File: src/rtl/sbox_scheduler.sv
// Serialises a 128-bit state through one shared, pipelined S-box, one byte per cycle,
// and reassembles the substituted bytes into state_out.
module sbox_scheduler #(
   parameter int SBOX_LAT = 2
) (
   input  logic         clk,
   input  logic         rst_n,
   input  logic         start,
   input  logic         inv,
   input  logic [127:0] state_in,
   output logic [7:0]   sbox_in,
   output logic         sbox_vld,
   output logic         sbox_inv,
   input  logic [7:0]   sbox_out,
   output logic         busy,
   output logic         done,
   output logic [127:0] state_out
);

   // state | meaning
   // IDLE  | waiting for start
   // ISSUE | presenting byte[issue_cnt] to the S-box
   // DRAIN | all bytes issued, collecting remaining results
   // DONE  | one-cycle completion pulse; start accepted here too
   typedef enum logic [1:0] {IDLE, ISSUE, DRAIN, DONE} state_t;

   state_t       state, state_nxt;
   logic [127:0] data_q;
   logic         inv_q;
   logic [3:0]   issue_cnt;
   logic [3:0]   cap_cnt;
   logic         cap_vld;
   logic         accept;
   logic         last_cap;

   generate
      if (SBOX_LAT == 0) begin : g_nodly
         assign cap_vld = sbox_vld;
      end else begin : g_dly
         logic [SBOX_LAT-1:0] vld_dly;
         always_ff @(posedge clk) begin
            if (!rst_n) vld_dly <= '0;
            else        vld_dly <= (vld_dly << 1) | SBOX_LAT'(sbox_vld);
         end
         assign cap_vld = vld_dly[SBOX_LAT-1];
      end
   endgenerate

   assign accept   = start && ((state == IDLE) || (state == DONE));
   assign last_cap = cap_vld && (cap_cnt == 4'd15);
   assign sbox_inv = inv_q;

   always_ff @(posedge clk) begin
      if (!rst_n) state <= IDLE;
      else        state <= state_nxt;
   end

   always_comb begin
      state_nxt = state;
      sbox_vld  = 1'b0;
      sbox_in   = 8'h00;
      busy      = 1'b0;
      done      = 1'b0;
      case (state)
         IDLE, DONE: begin
            done      = (state == DONE);
            state_nxt = start ? ISSUE : IDLE;
         end
         ISSUE: begin
            busy     = 1'b1;
            sbox_vld = 1'b1;
            sbox_in  = data_q[{issue_cnt, 3'b000} +: 8];
            if (issue_cnt == 4'd15) state_nxt = last_cap ? DONE : DRAIN;
         end
         DRAIN: begin
            busy = 1'b1;
            if (last_cap) state_nxt = DONE;
         end
         default: state_nxt = IDLE;
      endcase
   end

   // Capture never coincides with accept: the delay line is empty in IDLE/DONE.
   always_ff @(posedge clk) begin
      if (!rst_n) begin
         data_q    <= '0;
         inv_q     <= 1'b0;
         issue_cnt <= '0;
         cap_cnt   <= '0;
         state_out <= '0;
      end else begin
         if (accept) begin
            data_q    <= state_in;
            inv_q     <= inv;
            issue_cnt <= '0;
            cap_cnt   <= '0;
         end else if (state == ISSUE) begin
            issue_cnt <= issue_cnt + 4'd1;
         end
         if (cap_vld) begin
            state_out[{cap_cnt, 3'b000} +: 8] <= sbox_out;
            cap_cnt                           <= cap_cnt + 4'd1;
         end
      end
   end

endmodule

File: config.mk
export PLATFORM = sky130hd
export DESIGN_NAME = sbox_scheduler
export DESIGN_NICKNAME = d
export VERILOG_FILES = /design/src/rtl/sbox_scheduler.sv
export SDC_FILE = /design/constraint.sdc
export NUM_CORES = 1
export LEC_CHECK = 0
export ABC_AREA = 1
export CORE_ASPECT_RATIO = 1.5
export CORE_MARGIN = 5
export CORE_UTILIZATION = 35
export CTS_CLUSTER_DIAMETER = 80
export DETAILED_ROUTE_END_ITERATION = 7
export SLEW_MARGIN = 20
export SYNTH_ARGS = -nofsm -noshare
export SYNTH_HDL_FRONTEND = slang
export SYNTH_SLANG_ARGS = --single-unit
File: constraint.sdc
create_clock -name clk -period 3.14 [get_ports clk]
set_clock_uncertainty 0.2 [all_clocks]
set_input_delay 0.628 -clock clk [delete_from_list [all_inputs] [get_ports clk]]
set_output_delay 0.628 -clock clk [all_outputs]
set_load 0.01 [all_outputs]
==> results.toml <==
# yosys + openroad results
[logic_synthesis]
most_common_cell = "nor2_1"
yosys_warnings = 0
ys.flops = 269
area_leaders = "dfxtp_1, nor2_1, nand2_1, o21ai_0, a21oi_1"
adder_share = 0.007601
synth_xor_xnor_area_share = 0.002932
synth_top_flop_cell = "dfxtp_1"
compound_area_frac = 0.1459
yosys-stat-area_mm2 = 0.01152
ys_cells = 1675
netlist.area_leader.share = 0.4674
synthCells = 1675
synthTopCellsByCount = "nor2_1, nand2_1, dfxtp_1"
edf_count = 0
mux_area_frac = 0
synth_async_sr_flop_share = 0
postSynthAreaPerCell_um2 = 6.879
yosysUniqueCellTypes = 27
netlist_area_mm2 = 0.01152
synth_area_leader_cell = "dfxtp_1"
synth.net_count = 1822

[cells_and_area]
fillers = 3282
nonClkBufAreaFrac = 0.2029
seq_share = 0.3455
num-nonclk-inverters = 155
sh_comb_area = 0.3266
comb_area_mm2 = 0.005095
comb.multi_input.count = 1142
layout.non_clock_buffers = 314
largestClassByArea = "sequential cells"
layout-drive-gt1-share = 0.05714
clkCellAreaFrac = 0.05398
seq_area_mm2 = 0.005389
final_common_cell = "nor2_1"
nClkBuffers = 38
final_cell_mix = "nor2_1, nand2_1, clkdlybuf4s50_1"
post-route-util = 0.4795
reg_top3 = "data_q: 128 flops, state_out: 128 flops"
final_nets = 2056

[routing]
first_pass_iters = 5
routed-wl-met2_um = 20230
drtAntennaViolNets = 0
first_iter_violations = 574
route.detailed.drc = 0
wl_met1_um = 14760

[grt]
grt_first_pass_wirelength_um = 60750
grt_overflow_total = 0
top_usage_layer = "met2"
grt_max_degree = 126
antenna_found_initial = 9
grt_use_met1 = 0.2306

[worst_setup_path]
critPathBufInv = 4
arrival_ns = 2.18
crit_start = "issue_cnt[0]$_SDFFE_PP0P_"
max_stage_delay_ns = 0.40
critPathMaxFanout = 24
path_common_cell = "nand2_1"
cp-start-kind = "flop"
rr_startpoint = "cap_cnt[0]$_SDFFE_PN0P_"
required_ns = 2.31
path_cells = "inv_1, buf_4, nand2_1, nand3_1, nand2_1, nand2_1, nand2_1, inv_1, a21oi_1, dlygate4sd2_1"
worstReg2RegEnd = "state_out[68]$_SDFFE_PN0P_"
slowest_stage = "dfxtp_4"
critical_path_depth = 10
crit_end = "sbox_in[6]"

[power_and_ir_drop]
seq_power_uw = 4250
swShare = 0.3224
p_seq_frac = 0.423
power_density_mw_per_mm2 = 644.7
vdd_drop_max_mv = 0.3792
p_sw_uw = 3242
combPwrFrac = 0.265
powerComb_uw = 2660
leakagePower_uw = 0.006278
finalPower_uw = 10060
power.clock.fraction = 0.312
maxPowerGroup = "sequential cells"

[sta]
timing.final.crit_period_ns = 3.007
fin_crit_sh = 0.9575
max_clock_freq_mhz = 332.6
finalSetupViolCount = 0
hold_viol = 0
slew_headroom = 0.5479
layout_setup_ws_ns = 0.1335
whs_ns = 0.2125
worst_pin_slew_ns = 0.6781

[placed_design]
pre_cts_ws_ns = 0.2886
dp.cells = 2294
place_area_mm2 = 0.01471
place_hpwl_um = 28570
gp_congestion = 0.9077

[clock_tree]
cts_tree = "done"
cts.repair.resized = 15
h-tree-depth = 1
root_buffer = "clkbuf_16"
clkTransAtPathRegs_ns = 0.07
clock.latency.late_pin_ns = 0.54

[floorplanning]
io_pins = 280
coreArea_mm2 = 0.03253
rows = 81
dieArea_mm2 = 0.03672
die.size.y_um = 232.2

[worst_hold_path]
hold_class = "flop to flop"
hp-start = "g_dly.vld_dly[0]$_SDFF_PN0_"
hold_depth = 2

[run_status]
status = "completed"
**Metal 2**

The bar under the picture is 50 um long.
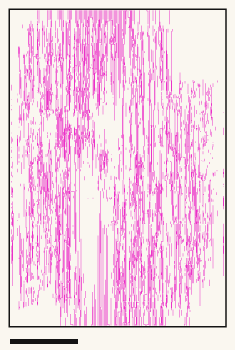
nets with wire on the layer	1562
main direction	vertical
wire length on this layer	20.2 mm
share of all routed wire	51%
longest straight run	88.7 um
met2 Use GR: 0.3769
total number of vias: 11.18k
drt total wl: 39320 um

**Clock routing**

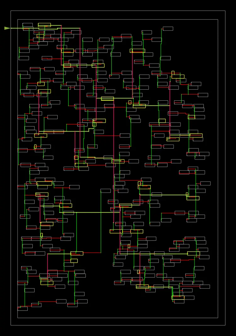
sequential cell count: 269
Clock Power: 3140 uW
clk sinks: 269

**M3 wires**

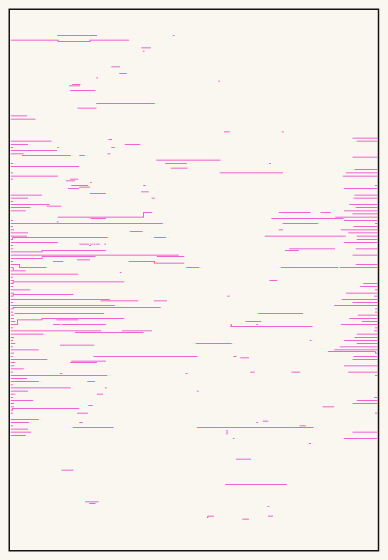
main direction	horizontal
wire length on this layer	2680 um
longest straight run	72.0 um
grt met3 use: 0.05258

**Metal layers overlaid**

The bar under the picture is 50 um long. Only two layers are drawn.
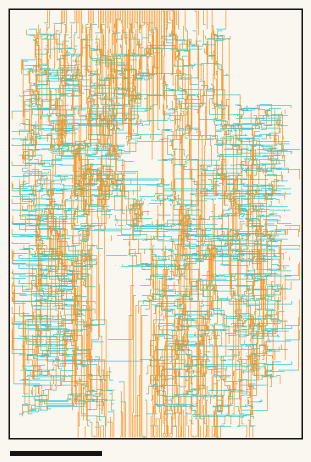
color	layer	wire length
orange	metal 2	20.2 mm
cyan	metal 1	14800 um
GRT Overall Usage: 0.2090
wire length per cell: 16.78 um

No activity file was given, so power comes from the tool's default toggle rates.
